**Routed clock nets over the placement**

Drawn at 4 px/µm.
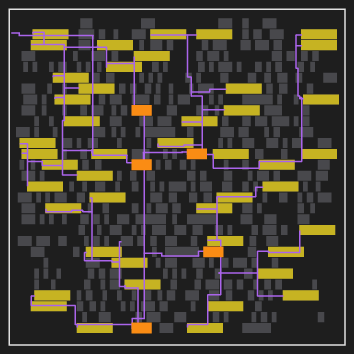
**Met3 routing**

Drawn at 6 px/µm. Cells faint in the background.
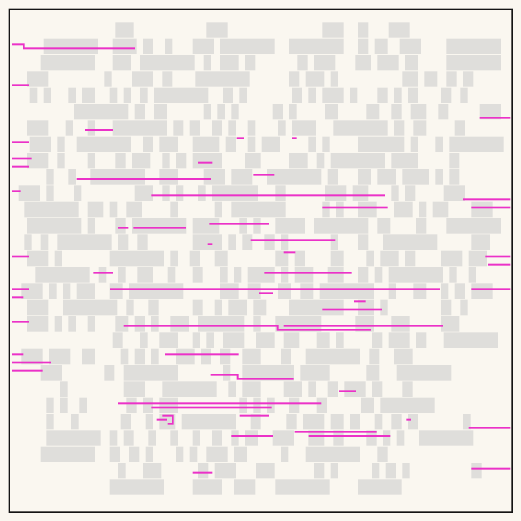
**Signal wires on met1**

Drawn at 3 px/µm. Supply wires on this layer in gray.
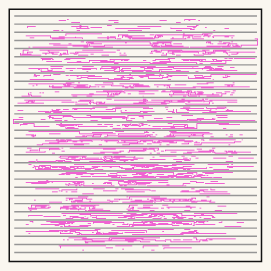
**The clock network**

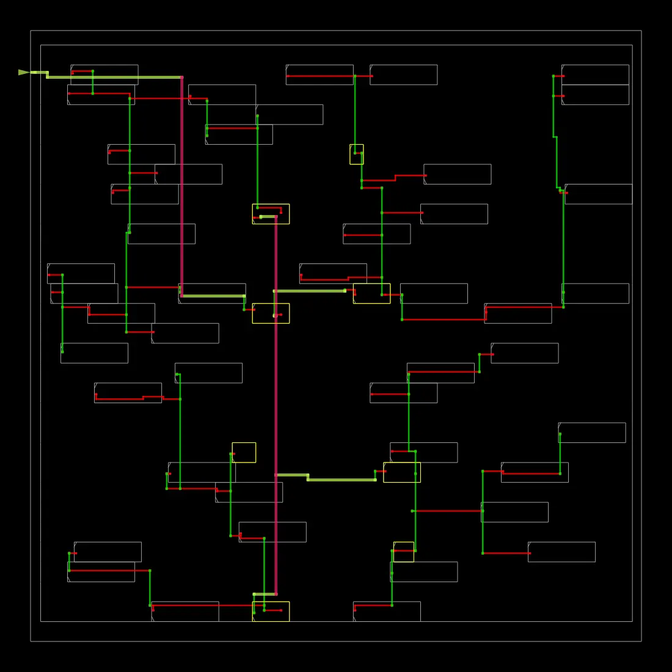
**Placement density heat map**

Drawn at 4 px/µm. 8 x 8 tiles, from white (low) to dark blue (high), 0 to 100% covered.
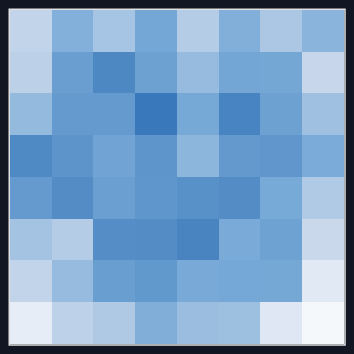
===== src/rtl/quad_emitter.sv =====
// rtl/quad_emitter.sv - quadrature A/B step emitter driven by paced step commands
// Optional contact-bounce emulation: define QUAD_BOUNCE_EN.
module quad_emitter #(
    parameter int COUNT_W       = 8,
    parameter int PERIOD_W      = 16,
    parameter int BOUNCE_CYCLES = 4
) (
    input  logic                clk,
    input  logic                reset_n,
    input  logic                cmd_valid,
    output logic                cmd_ready,
    input  logic                cmd_dir,
    input  logic [COUNT_W-1:0]  cmd_steps,
    input  logic [PERIOD_W-1:0] cmd_period,
    output logic                enc_a,
    output logic                enc_b,
    output logic                busy,
    output logic                done
);

    typedef enum logic [1:0] {S_IDLE, S_RUN, S_FIN} state_t;

    state_t              state_q, state_d;
    logic                dir_q, dir_d;
    logic [COUNT_W-1:0]  rem_q, rem_d;
    logic [PERIOD_W-1:0] per_q, per_d;
    logic [PERIOD_W-1:0] pace_q, pace_d;
    logic [1:0]          ab_q, ab_d;

    logic [PERIOD_W-1:0] period_eff;
    logic [1:0]          ab_next;
    logic                expire;

    assign period_eff = (cmd_period == '0) ? PERIOD_W'(1) : cmd_period;
    assign expire     = (state_q == S_RUN) && (pace_q == PERIOD_W'(1));
    // {a,b}: CW walks 00->10->11->01, CCW walks the reverse
    assign ab_next    = dir_q ? {~ab_q[0], ab_q[1]} : {ab_q[0], ~ab_q[1]};

    always_ff @(posedge clk or negedge reset_n) begin
        if (!reset_n) begin
            state_q <= S_IDLE;
            dir_q   <= 1'b0;
            rem_q   <= '0;
            per_q   <= '0;
            pace_q  <= '0;
            ab_q    <= 2'b00;
        end else begin
            state_q <= state_d;
            dir_q   <= dir_d;
            rem_q   <= rem_d;
            per_q   <= per_d;
            pace_q  <= pace_d;
            ab_q    <= ab_d;
        end
    end

    always_comb begin
        state_d = state_q;
        dir_d   = dir_q;
        rem_d   = rem_q;
        per_d   = per_q;
        pace_d  = pace_q;
        ab_d    = ab_q;
        case (state_q)
            S_IDLE: begin
                if (cmd_valid) begin
                    dir_d   = cmd_dir;
                    rem_d   = cmd_steps;
                    per_d   = period_eff;
                    pace_d  = period_eff;
                    state_d = (cmd_steps == '0) ? S_FIN : S_RUN;
                end
            end
            S_RUN: begin
                if (expire) begin
                    ab_d   = ab_next;
                    rem_d  = rem_q - COUNT_W'(1);
                    pace_d = per_q;
                    if (rem_q == COUNT_W'(1)) begin
                        state_d = S_FIN;
                    end
                end else begin
                    pace_d = pace_q - PERIOD_W'(1);
                end
            end
            S_FIN:   state_d = S_IDLE;
            default: state_d = S_IDLE;
        endcase
    end

    always_comb begin
        cmd_ready = (state_q == S_IDLE);
        busy      = (state_q != S_IDLE);
        done      = (state_q == S_FIN);
    end

`ifdef QUAD_BOUNCE_EN
    localparam int BW = $clog2(BOUNCE_CYCLES + 2);

    logic [BW-1:0] bnc_q, bnc_d;
    logic [1:0]    out_q, out_d;
    logic [1:0]    chg_q, chg_d;
    logic [31:0]   win_w;

    // Window is capped at P-1 so it always settles before the next transition
    assign win_w = ((32'(per_q) - 32'd1) < 32'(BOUNCE_CYCLES)) ?
                   (32'(per_q) - 32'd1) : 32'(BOUNCE_CYCLES);

    always_ff @(posedge clk or negedge reset_n) begin
        if (!reset_n) begin
            bnc_q <= '0;
            out_q <= 2'b00;
            chg_q <= 2'b00;
        end else begin
            bnc_q <= bnc_d;
            out_q <= out_d;
            chg_q <= chg_d;
        end
    end

    always_comb begin
        bnc_d = bnc_q;
        out_d = out_q;
        chg_d = chg_q;
        if (expire) begin
            out_d = ab_next;
            chg_d = ab_next ^ ab_q;
            bnc_d = BW'(win_w);
        end else if (bnc_q != '0) begin
            bnc_d = bnc_q - BW'(1);
            out_d = (bnc_q == BW'(1)) ? ab_q : (out_q ^ chg_q);
        end
    end

    assign enc_a = out_q[1];
    assign enc_b = out_q[0];
`else
    assign enc_a = ab_q[1];
    assign enc_b = ab_q[0];
`endif

endmodule

===== config.mk =====
export PLATFORM = sky130hd
export DESIGN_NAME = quad_emitter
export DESIGN_NICKNAME = d
export VERILOG_FILES = /design/src/rtl/quad_emitter.sv
export SDC_FILE = /design/constraint.sdc
export NUM_CORES = 1
export LEC_CHECK = 0
export CAP_MARGIN = 40
export CELL_PAD_IN_SITES_DETAIL_PLACEMENT = 1
export CELL_PAD_IN_SITES_GLOBAL_PLACEMENT = 1
export CORE_MARGIN = 1
export CORE_UTILIZATION = 42
export DETAILED_ROUTE_END_ITERATION = 8
export GPL_TIMING_DRIVEN = 0
export PLACE_DENSITY_LB_ADDON = 0.2
export SLEW_MARGIN = 20
export SYNTH_ARGS = -nofsm -noshare
export SYNTH_HDL_FRONTEND = slang
export SYNTH_SLANG_ARGS = --single-unit

===== constraint.sdc =====
create_clock -name clk -period 2.4 [get_ports clk]
set_input_delay 0.48 -clock clk [delete_from_list [all_inputs] [get_ports clk]]
set_output_delay 0.48 -clock clk [all_outputs]
set_load 0.03 [all_outputs]

==> impl_metrics.py <==
# Metrics from the implementation run
metrics = {
    "clock_tree": {
        "cts_setup_buffers": 0,
        "ctsRootBufferMaster": "sky130_fd_sc_hd__clkbuf_8",
        "cts.sink_count": 45,
        "clkSlewWorstSetupHoldPaths_ns": 0.10,
        "clkLatencyLatePin_ns": 0.31,
    },
    "route": {
        "drtIter0Drc": 156,
        "detailroute.via_count": 2808,
        "wl_met2_um": 4531,
        "drt-met1-wl_um": 4048,
        "drt.antenna.violating_nets": 0,
        "wire_per_inst_um": 20.51,
        "detail_route.wirelength_um": 9292,
        "route.top_layer_used": "met4",
    },
    "worst_setup_path": {
        "crit_path_max_fanout": 10,
        "worstPathRequired_ns": 1.92,
        "slowest_delay_ns": 0.43,
        "startpoint": "state_q[0]$_DFFE_PN0P_",
        "worst_setup_path_endpoint": "busy",
        "timing.critical_path.max_delay_family": "buffers and inverters",
        "critPathCaptureType": "primary output",
        "cp_num_cells": 4,
        "path_class": "flop to primary output",
        "timing.reg2reg.setup_slack_ns": 0.26,
    },
    "final_layout": {
        "dominant-cell-class": "multi-input combinational cells",
        "layout.cell_area.non_filler_um2": 3311,
        "clk_share": 0.02721,
        "drive_above_1_share": 0.06915,
        "ff_latch_area_um2": 1126,
        "antennaDiodeCount": 0,
        "non_clock_inverter_count": 13,
        "seqAreaFraction": 0.3401,
        "nNonClkBuffers": 49,
        "largest_registers": "pace_q x16, per_q x16, rem_q x8",
        "leading_cell_types_in_the_layout_fill_and_taps_excluded": "65 x sky130_fd_sc_hd__nand2_1, 45 x sky130_fd_sc_hd__dfrtp_1, 29 x sky130_fd_sc_hd__nor2_1",
    },
    "pwr": {
        "pwr.group.sequential_mw": 1.44,
        "p_leak_nw": 1.389,
        "p_int_mw": 1.709,
        "report.power.total_mw": 2.925,
        "worst_ir_drop_vdd_uv": 459.4,
        "pwr-share-clk": 0.172,
        "pg_comb_mw": 0.977,
        "power_per_cell_area_nw_per_um2": 883.4,
        "swShare": 0.4157,
        "combinationalPowerShare": 0.334,
        "p_switching_mw": 1.216,
        "pg_clk_mw": 0.504,
    },
    "timing": {
        "finalWorstPathRequiredPeriod_ns": 2.265,
        "grt_setup_unrepaired": "no",
        "timing.setup.tns_ns": 0,
        "finalHoldViolations": 0,
        "slew_worst_pin_ns": 0.8545,
    },
    "synthesis": {
        "yosys.stat.chipArea_um2": 2795,
        "synth-edff-count": 0,
        "simple_gate_share": 0.2798,
        "synth_dominant_cell_count": "sky130_fd_sc_hd__nand2_1",
        "aoi_share": 0.2216,
        "main_area_contributors": "sky130_fd_sc_hd__dfrtp_1 40%, sky130_fd_sc_hd__nand2_1 8.7%, sky130_fd_sc_hd__a21oi_1 4.8%, sky130_fd_sc_hd__nor2_1 3.9%, sky130_fd_sc_hd__o21ai_0 3.8%",
        "synth.avg_cell_area_um2": 8.319,
        "ys_sh_xor": 0.02193,
        "sequential_cell_area_fraction_in_the_yosys_report": 0.4029,
        "post_synth_most_frequent_cells": "65 x sky130_fd_sc_hd__nand2_1, 45 x sky130_fd_sc_hd__dfrtp_1, 29 x sky130_fd_sc_hd__nor2_1, 27 x sky130_fd_sc_hd__a21oi_1, 21 x sky130_fd_sc_hd__o21ai_0",
        "asyncSetResetFlopFracSynth": 1.000,
        "synth_top_flop_cell": "sky130_fd_sc_hd__dfrtp_1",
        "syn-num-nets": 368,
        "synthesis.yosys.warnings": 0,
        "netlist_instances": 336,
    },
    "floorplanning": {
        "initial_utilization": 0.4377,
        "floorplan.core_area_um2": 6386,
        "die_h_um": 83.58,
        "total_number_of_placement_rows": 29,
        "die-width_um": 83.58,
    },
    "grt": {
        "grt_pass1_vias": 2935,
        "top_usage_layer": "met2",
        "grt.met1_usage": 0.3870,
        "grt_first_pass_wirelength_um": 15620,
        "grt_start_max_net_pins": 24,
        "gr-usage-all-layers": 0.2848,
    },
    "place": {
        "place.detailed.instances": 445,
        "place_area_um2": 3217,
        "preCtsSetupSlack_ns": -0.3922,
    },
    "outcome": {
        "result_of_the_run": "complete, no violations",
    },
    "flow_run": {
        "log.warning_count": 28,
    },
}
-- 'routed clock nets over the placement' (at the start) --
[yellow] flip-flops | count: 45
[purple] clock wires | length: 646 µm
[orange] clock drivers | count: 5
flops lie: widely spread
routed clock nets: 6

-- 'met3 routing' (at the start) --
main direction: horizontal
wire length on this layer: 498 µm
share of all routed wire: 5.4%

-- 'signal wires on met1' (at the start) --
longest straight run: 35.0 µm
wire length on this layer: 4050 µm
share of all routed wire: 44%

-- 'the clock network' (at the start) --
clock buffer instance count of the final layout: 5
Fin Clk Skew: 0.009242 ns
number of buffers added by the clock tree synthesis step: 5
Flops: 45

-- 'placement density heat map' (at the start) --
fullest tile: 71%
mean over tiles: 46%

Power figures rest on the tool's default switching activity, not on a simulated workload.
